Fig. 1: run 1, placed standard cells
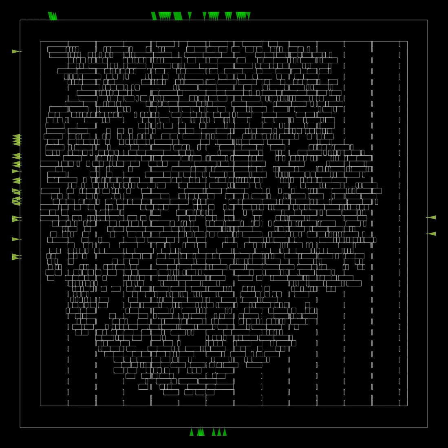
Fig. 2: run 1, the metal 4 layer
Bar = 50 um. Supply wires on this layer in gray.
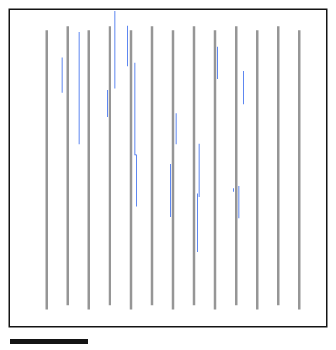
Fig. 3: run 1, wire density map
Bar = 50 um. 20 x 20 tiles, from dark purple (low) to yellow (high), scaled to the fullest tile. Values are wire area over tile area, all layers added.
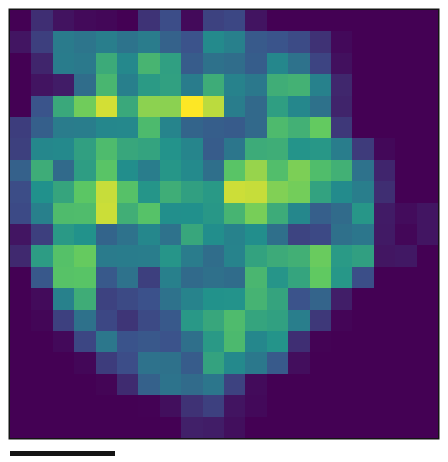
Fig. 4: run 1, sequential cells grouped by signal name
Other sequential cells in the stronger gray, the rest of the logic in the fainter gray.
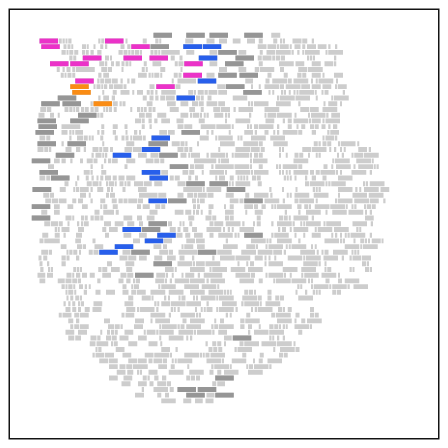
==> config.mk <==
export PLATFORM = sky130hd
export DESIGN_NAME = press_cmd_proc_flat
export DESIGN_NICKNAME = d
export VERILOG_FILES = /design/src/rtl/press_cmd_pkg.sv /design/src/rtl/press_cmd_proc_if.sv /design/src/rtl/press_calc.sv /design/src/rtl/press_cmd_proc.sv /design/src/flat_wrapper.sv
export SDC_FILE = /design/constraint.sdc
export NUM_CORES = 1
export LEC_CHECK = 0
export CORE_MARGIN = 10
export CORE_UTILIZATION = 40
export CTS_CLUSTER_DIAMETER = 60
export CTS_CLUSTER_SIZE = 24
export DETAILED_ROUTE_END_ITERATION = 12
export DONT_BUFFER_PORTS = 1
export PLACE_DENSITY = 0.58
export SLEW_MARGIN = 0
export SYNTH_ARGS = -nofsm -noshare
export SYNTH_HDL_FRONTEND = slang
export SYNTH_SLANG_ARGS = --single-unit
==> constraint.sdc <==
create_clock -name clk -period 11.3 [get_ports clk]
set_input_delay 3.39 -clock clk [delete_from_list [all_inputs] [get_ports clk]]
set_output_delay 3.39 -clock clk [all_outputs]
set_load 0.05 [all_outputs]
==> commit_impl_results.txt <==
Update PnR metrics after Yosys + OpenROAD run

* Period utilisation layout: ~80%
* Post-CTS Resized: 0
* Number of cells produced by synthesis: around 1500
- The clock period could shrink to a little over 9 ns.
* Post-DRT Antenna Nets: 0
- Post-synthesis async set-or-reset flop share: 100%
- In this run the layout overhead on the synthesized area is reported as 4.54%.
- Wire length of the first global-routing pass: 57.6 mm
- Post-synth the commonest register cell is sky130_fd_sc_hd__dfrtp_1.
* RSZ-0062 raised after global routing: no
- Routed via count divided by cell count: 5.15
* Placed cells: 1869
* CP most frequent cell: sky130_fd_sc_hd__fa_1
- TritonCTS built the clock tree.
* IO Port Bufs: 0
- Number of failing hold endpoints at the final stage: 0
- For this design, the CTS-stage hold fixing added 0 buffers.
- HP Class: flop to flop
- CP Buf/Inv Count: 3
- The synthesized netlist was found by Yosys to have 1484 cells.
- Data arrives at the worst endpoint at about 9.4 ns.
- Total clock buffers created by CTS: 9
- The number of setup buffers added after CTS is 0.
- Detailed-router iteration count before antenna repair: 7
* Critical path endpoint category: flop
- The run finished with clean final reports.
- The largest single stage delay on the critical path is 0.73 ns.
* Number of register bits inferred by synthesis: between 80 and 90
- Footprint of the multi-input gates: about 10000 um2
- Mean Syn Cell Area: ~9 um2
* Worst-case reg-to-reg path depth: 28
- The timing report attributes the biggest portion of critical-path delay to adder cells.
- Final total negative setup slack: 0 ns
* Number of DRC markers after the initial detailed-route iteration: about 590
* Synthesized chip area reported by yosys: roughly 14000 um2
- Summed instance area of the synthesized netlist: about 14000 um2
- The die is slightly above 200 um wide.
- Overflow left after global routing: 0
- Across the routed clock network, the largest skew measured is about 0.0065 ns.
* Count of endpoints failing setup in the final report: 0
- Core Util at FP: around 40%
- The later pin in the worst-skew pair is clocked with a latency of 0.35 ns.
* Stages on worst setup path: 28
- Sequential elements use approximately 15% of the synthesized area.
- In this run the maximum-capacitance check reported violations numbering 0.
- Warning total across the stage logs: 28
* Remaining DRCs: 0
- The gate-level netlist out of Yosys references a little under 70 unique cell types.
- The flow reports an fmax of between 100 and 150 MHz.
* Number of buffers on the longest clock path: 2
* Core area: approximately 33000 um2
* H-tree levels: 3
* Filler-free cell count of the finished design: ~1900
- Vertical die size: around 200 um
* Boundary pin count: around 63
- Across all register-to-register paths, the minimum setup slack is roughly 2.2 ns.
- Warnings reported by Yosys during synthesis add up to 0.
- The transition time recorded at the tightest slew-check pin is about 1.2 ns.
* Commonest non-fill, non-tap cell in the layout: sky130_fd_sc_hd__inv_1
- Most common logic cells in the final layout: sky130_fd_sc_hd__inv_1 (252), sky130_fd_sc_hd__fa_1 (194), sky130_fd_sc_hd__nand2_1 (156), sky130_fd_sc_hd__and2_1 (142), sky130_fd_sc_hd__ha_1 (128)
- Global placement routability congestion: approximately 0.9
- For reference, the clock transition at the flip-flops on the worst setup and hold paths is ~0.07 ns.
* Final nets: around 1800
* Setup crit start kind: flop
* Number of cells traversed by the worst hold path: 1
* Maximum number of pins on one net before global-route repair: about 84
* Total leakage power: roughly 7.1 nW
* WP data required: between 10 and 15 ns
* Antenna violations before repair: 2
* Nets at Floorplan: around 1900
* Number of global-route vias before repair: around 11000
-- Fig. 1 (at the start) --
share of cell area taken by flip-flops and latches: 14.7%
floorplan row count: 67
FILL cells: 3308

-- Fig. 2 (at the start) --
share of all routed wire: 1.4%
main direction: vertical
longest straight run: 72.1 um
wirelength, routed: 34.5 mm
total via count after detailed routing: 9717

-- Fig. 3 (at the start) --
fullest tile: 0.46
tiles over half the peak: 25%
densest ninth of the die: middle
mean over tiles: 0.13
emptiest ninth of the die: bottom right
gr usage total: 17.3%
average detailed-routed wire length per instance: 18.3 um

-- Fig. 4 (at the start) --
legend:
  u_core.offset:
    color: blue
    placed_flops: 16
  u_core.cnt:
    color: magenta
    placed_flops: 13
    where: top left
  u_core.state:
    color: orange
    placed_flops: 3
not colored: 51
post-route core utilization: 42.2%
sequential cell area: 2080 um2
Power Sequential: 673 uW

run 1: report_power, final:
part | internal (mW) | switching [mW]
clock network | 0.173 | 0.129
registers | 0.361 | 0.312
logic | 0.289 | 0.414
total | 0.823 | 0.855
run 1: cell families (layout without fill, tap and decap cells):
| group | after synthesis | after routing | share of synthesized area, % |
|---|---|---|---|
| and+or+nand+nor | 440 | 440 | 16.5 |
| adders and majority gates | 322 | 322 | 40.6 |
| buffers and inverters | 317 | 270 | 8.99 |
| AOI/OAI and AO/OA | 216 | 216 | 10.6 |
| DFF | 83 | 83 | 15.4 |
| muxes | 62 | 62 | 5.08 |
| xor gates and xnor gates | 44 | 44 | 2.85 |
run 1: cell type report:
cell class / instances / share of cell area (%)
multi-input combinational: 1084 / 72.4
sequential: 83 / 14.7
inverter: 252 / 6.70
tap: 448 / 3.97
clock buffer: 11 / 1.65
clock inverter: 5 / 0.443
timing repair buffer: 2 / 0.106
run 1: routing by layer:
| layer | wire length, um | global-route usage [%] | part of all wire [%] |
|---|---|---|---|
| met1 | 15900 | 23.7 | 46 |
| met5 | 13 | 0 | 0.038 |
| met3 | 2590 | 4.44 | 7.5 |
| met2 | 15500 | 27.1 | 45 |
| met4 | 469 | 3.52 | 1.4 |
run 1: cells in the mapped netlist (all sizes together) (2+ instances only):
cell type  number  share of area (%)
a31oi          11               0.56
o31a            2               0.13
o31ai           7               0.39
a311oi          2               0.22
xor2           17                1.1
and4            2               0.13
nand2         156                4.3
o21ai          52                1.9
a21o           18                1.0
a41oi           3               0.19
and3            9               0.45
nor3           10               0.37
buf             3               0.27
a221oi          2               0.13
o21a            4               0.22
o22ai          14               0.65
nor2b          20               0.93
a211o           2               0.14
o211ai          6               0.37
xnor2          27                1.8
ha            128                 12
o21bai          7               0.39
nand4          10               0.46
o22a            5               0.32
o41ai           2               0.19
inv           252                7.0
fa            194                 29
nand3          13               0.48
nor2           60                1.7
or2             2              0.093
or3             3               0.14
nor4            2               0.20
nand2b          4               0.19
mux2           52                4.3
a21oi          59                2.5
and2          142                6.6
clkbuf         62                1.7
dfrtp          82                 15
nor3b           2               0.11
mux2i          10               0.74
a211oi         12               0.74
run 1: stage by stage:
step	instance area (um2)	worst slack, ns	hold WS [ns]	utilization, %	power, mW
6_report	14100	2.15	0.517	42.2	1.68
5_1_grt	14100	1.67	0.551	42.2	1.81
4_1_cts	14100	2.18	0.523	42.2	1.69
3_5_place_dp	13800	2.23	0.511	41.3	1.37
3_3_place_gp	13800	2.39	0.501	41.3	1.36
2_1_floorplan	13500	2.87	0.468	-	1.13
run 1: worst register-to-register path: cells and delay by family (launching register included):
family          cells  cell delay, ns
fa+ha+maj           8            3.73
compound gates     12            3.07
simple gates        3            0.80
flops               1            0.73
mux                 1            0.37
xor+xnor            1            0.17
buf+inv             3            0.14
No activity file was given, so power comes from the tool's default toggle rates.
